<file path="config.mk">
export PLATFORM = sky130hd
export DESIGN_NAME = afifo_rd_packer
export DESIGN_NICKNAME = d
export VERILOG_FILES = /design/src/rtl/afifo_pack_pkg.sv /design/src/rtl/pack_out_reg.sv /design/src/rtl/afifo_rd_packer.sv
export SDC_FILE = /design/constraint.sdc
export NUM_CORES = 1
export LEC_CHECK = 0
export CAP_MARGIN = 20
export CORE_MARGIN = 8
export CORE_UTILIZATION = 50
export CTS_BUF_LIST = sky130_fd_sc_hd__clkbuf_8
export CTS_CLUSTER_DIAMETER = 200
export CTS_CLUSTER_SIZE = 28
export DETAILED_ROUTE_END_ITERATION = 6
export GPL_ROUTABILITY_DRIVEN = 0
export PLACE_DENSITY = 0.78
export SLEW_MARGIN = 30
export SYNTH_ARGS = -nofsm -noshare
export SYNTH_HDL_FRONTEND = slang
export SYNTH_SLANG_ARGS = --single-unit
</file>
<file path="constraint.sdc">
create_clock -name rclk -period 1.4 [get_ports rclk]
set_input_delay 0.28 -clock rclk [delete_from_list [all_inputs] [get_ports rclk]]
set_output_delay 0.28 -clock rclk [all_outputs]
set_load 0.01 [all_outputs]
</file>
<file path="src/rtl/afifo_pack_pkg.sv">
// afifo_pack_pkg: shared widths and the accumulator insert helper for afifo_rd_packer.
package afifo_pack_pkg;
    localparam int IN_W = 12;
    localparam int OUT_W = 16;
    localparam int ACC_W = 27;
    localparam int CNT_W = 5;

    function automatic logic [ACC_W-1:0] ins_at(input logic [ACC_W-1:0] acc, input logic [IN_W-1:0] word,
                                               input logic [CNT_W-1:0] pos);
        return acc | (ACC_W'(word) << pos);
    endfunction
endpackage

</file>
<file path="src/rtl/pack_out_reg.sv">
// pack_out_reg: one-entry registered valid/ready output stage.
module pack_out_reg #(
    parameter int W = 16
) (
    input  logic         rclk,
    input  logic         dirclr,
    input  logic         load,
    input  logic [W-1:0] din,
    input  logic         oready,
    output logic [W-1:0] odata,
    output logic         ovalid,
    output logic         slotfree
);
    assign slotfree = !ovalid || oready;

    always_ff @(posedge rclk or posedge dirclr) begin
        if (dirclr) begin
            odata  <= '0;
            ovalid <= 1'b0;
        end else if (load) begin
            odata  <= din;
            ovalid <= 1'b1;
        end else if (oready) begin
            ovalid <= 1'b0;
        end
    end
endmodule

</file>
<file path="src/rtl/afifo_rd_packer.sv">
// afifo_rd_packer: pops 12-bit FIFO words and repacks them LSB-first into 16-bit valid/ready words.
// Define AFIFO_PACK_FLUSH_EN to add a flush input that emits the zero-padded partial word.
module afifo_rd_packer
    import afifo_pack_pkg::*;
#(
    parameter int InWidth  = IN_W,
    parameter int OutWidth = OUT_W
) (
    input  logic                rclk,
    input  logic                dirclr,
    input  logic                rempty,
    input  logic [InWidth-1:0]  rd,
    output logic                r,
    output logic [OutWidth-1:0] odata,
    output logic                ovalid,
`ifdef AFIFO_PACK_FLUSH_EN
    input  logic                flush,
`endif
    input  logic                oready
);
    localparam int AccWidth = InWidth + OutWidth - 1;
    localparam logic [CNT_W-1:0] OUT_C = CNT_W'(OutWidth);
    localparam logic [CNT_W-1:0] IN_C  = CNT_W'(InWidth);
    localparam logic [CNT_W-1:0] ROOM  = CNT_W'(AccWidth - InWidth);

    logic [AccWidth-1:0] acc, acc_s;
    logic [CNT_W-1:0]    cnt, cntd;
    logic                drain, part, load, slotfree, flushpend;

    always_comb begin
        drain = slotfree && cnt >= OUT_C;
        part  = flushpend && slotfree && cnt != '0 && cnt < OUT_C;
        acc_s = drain ? acc >> OutWidth : acc;
        cntd  = drain ? cnt - OUT_C : cnt;
        r     = !rempty && !dirclr && !flushpend && cntd <= ROOM;
        load  = drain || part;
    end

    // Bits above cnt are always zero, so a partial word comes out already padded.
    always_ff @(posedge rclk or posedge dirclr) begin
        if (dirclr) begin
            acc <= '0;
            cnt <= '0;
        end else if (part) begin
            acc <= '0;
            cnt <= '0;
        end else if (r) begin
            acc <= ins_at(acc_s, rd, cntd);
            cnt <= cntd + IN_C;
        end else begin
            acc <= acc_s;
            cnt <= cntd;
        end
    end

`ifdef AFIFO_PACK_FLUSH_EN
    always_ff @(posedge rclk or posedge dirclr) begin
        if (dirclr) flushpend <= 1'b0;
        else flushpend <= flush || (flushpend && !(slotfree && cnt == '0));
    end
`else
    assign flushpend = 1'b0;
`endif

    pack_out_reg #(.W(OutWidth)) u_out (
        .rclk    (rclk),
        .dirclr  (dirclr),
        .load    (load),
        .din     (acc[OutWidth-1:0]),
        .oready  (oready),
        .odata   (odata),
        .ovalid  (ovalid),
        .slotfree(slotfree)
    );
endmodule

</file>
### Wire density map

16 x 16 tiles, from white (low) to dark blue (high), scaled to the fullest tile. Values are wire area over tile area, all layers added.
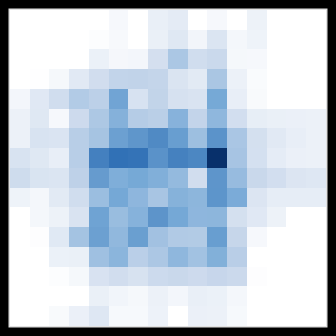
tiles over half the peak: 9.8%
nearly empty tiles: 28%
densest ninth of the die: centre
mean over tiles: 0.12
emptiest ninth of the die: north-east
fullest tile: 0.65

### Routing congestion

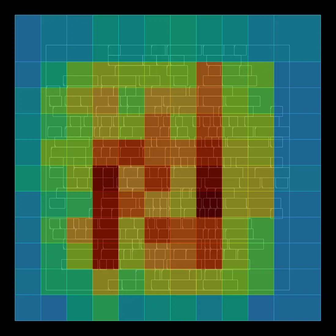
WL per Instance: 17.8 um
grt met2 use: 0.267
Core Util, Final: 0.654
routing usage on met3: 0.0263

state kept, by name (all words and copies together), names as in the netlist:
name	count
cnt	3
u_out.odata	16
acc	27
u_out.ovalid	1
cell usage in the layout, fill, tap and decap left out, types with 5 or more instances in the layout:
master,instances
mux2_4,10
a22oi_1,8
nand3_1,14
dlygate4sd2_1,17
clkbuf_8,5
clkdlybuf4s50_1,12
inv_1,5
mux2_2,6
o21ai_0,14
dfrtp_1,46
mux2i_1,8
buf_4,19
o2bb2ai_1,9
power groups by stage:
| stage | Sequential (W) | Combinational, W | Clock [W] |
|---|---|---|---|
| 5_1_grt | 0.00236 | 0.00241 | 0.000851 |
| 3_3_place_gp | 0.00229 | 0.00226 | 0 |
| 6_report | 0.00229 | 0.00221 | 0.000792 |
| 3_5_place_dp | 0.00231 | 0.00231 | 0 |
| 4_1_cts | 0.00229 | 0.00219 | 0.000801 |
| 2_1_floorplan | 0.00230 | 0.00139 | 0 |
what timing repair did:
| action | in CTS | in global routing |
|---|---|---|
| pin swaps | 1 | 2 |
| endpoints found under the setup margin | 32 | 11 |
| cloned | 0 | 1 |
| buffers inserted | 1 | 1 |
| gates resized | 27 | 9 |
metal layers:
| metal | vias to the layer above | global-route usage | routed length [um] |
|---|---|---|---|
| met5 | - | 0 | 0 |
| met4 | 0 | 0.0750 | 73 |
| met3 | 5 | 0.0263 | 226 |
| met2 | 36 | 0.267 | 2540 |
| met1 | 806 | 0.201 | 2170 |
| li1 | 753 | - | - |
kinds of logic (layout without fill, tap and decap cells):
family                   after synthesis  after routing  share of synthesized area
adder cells (fa/ha/maj)                1              1                    0.00584
multiplexers                          24             24                      0.139
AND/OR/NAND/NOR                       38             38                      0.109
flip-flops                            47             47                      0.549
buffers and inverters                 19             73                     0.0444
XOR/XNOR                               1              1                    0.00409
AND-OR/OR-AND                         46             46                      0.148
worst max path at each step:
stage | startpoint | to | slack [ns] | cells past startpoint
2_1_floorplan | dirclr | acc[0] | 0.004 | 1
3_3_place_gp | oready | r | -0.47 | 5
3_5_place_dp | oready | r | -0.50 | 5
4_1_cts | u_out.ovalid | r | -0.03 | 5
5_1_grt | u_out.ovalid | r | -0.05 | 5
6_report | u_out.ovalid | r | -0.02 | 5
area by class of cell:
type                       count  area (um2)  area share
clock inverter                 3        15.0     0.00542
clock buffer                   5        68.8      0.0249
inverter                       9        37.5      0.0136
timing repair inverter         1        5.00     0.00181
multi-input combinational    110         895       0.323
sequential                    47        1180       0.425
timing repair buffer          55         504       0.182
tap                           52        65.1      0.0235
worst min-delay path, stage by stage:
cell and delay (ns):
dlymetal6s2s_1 0.15, clkinv_1 0.08, buf_12 0.24
through the flow:
stage | area, um2 | total power, W | instances
after global placement | 2650 | 0.00455 | 271
after CTS | 2740 | 0.00528 | 280
after detailed placement | 2650 | 0.00462 | 271
final | 2770 | 0.00529 | 282
after global routing | 2770 | 0.00562 | 282
after floorplan | 2140 | 0.00369 | 176
==> results.cfg <==
; yosys + openroad results
[status]
status = finished, violations left
violations = setup timing

[finish]
n_antenna_cell = 0
drive_gt1_frac = 0.270

[logic_synthesis]
ys_top_cells_by_count = 47 x dfrtp_1, 15 x o21ai_0, 14 x nand3_1
yosysChipArea_mm2 = 0.00214
yosysWarnings = 0
synth_top_cell_by_count = dfrtp_1
async_flop_share = 1.00
netlist_area_mm2 = 0.00214
top_area_frac = 0.549

[global_routing]
grtUsageTotal = 0.161

[timing]
setup_viol = 1
fin_crit_sh = 1.01
setup_ws_ns = -0.0186

[setup_path]
cp_common_cell = buf_6
slowest_stage = dfrtp_1
crit_chain = buf_6, nand3b_4, nand2_4, inv_2, buf_6
path_buffers = 3
crit_type = register to output pin

[clock_network]
htree_levels = 2
cts_max_path_buffers = 2

[place]
dpl_worst_slack_ns = -0.496
port_buffers = 33

[drt]
drc = 0
vias = 1600

[die]
die_w_um = 81.5
pin_count = 34

[run]
maxCapViolations = 0
warnings = 28

[power]
vdd_ir_drop_max_v = 0.000946
intPower_w = 0.00343
clkPwrFrac = 0.150
p_comb_frac = 0.417
power_per_cell_area_mw_per_mm2 = 1910

[hold_path]
hold_class = input port to asynchronous set/reset pin
Power and IR drop assume default switching activity.
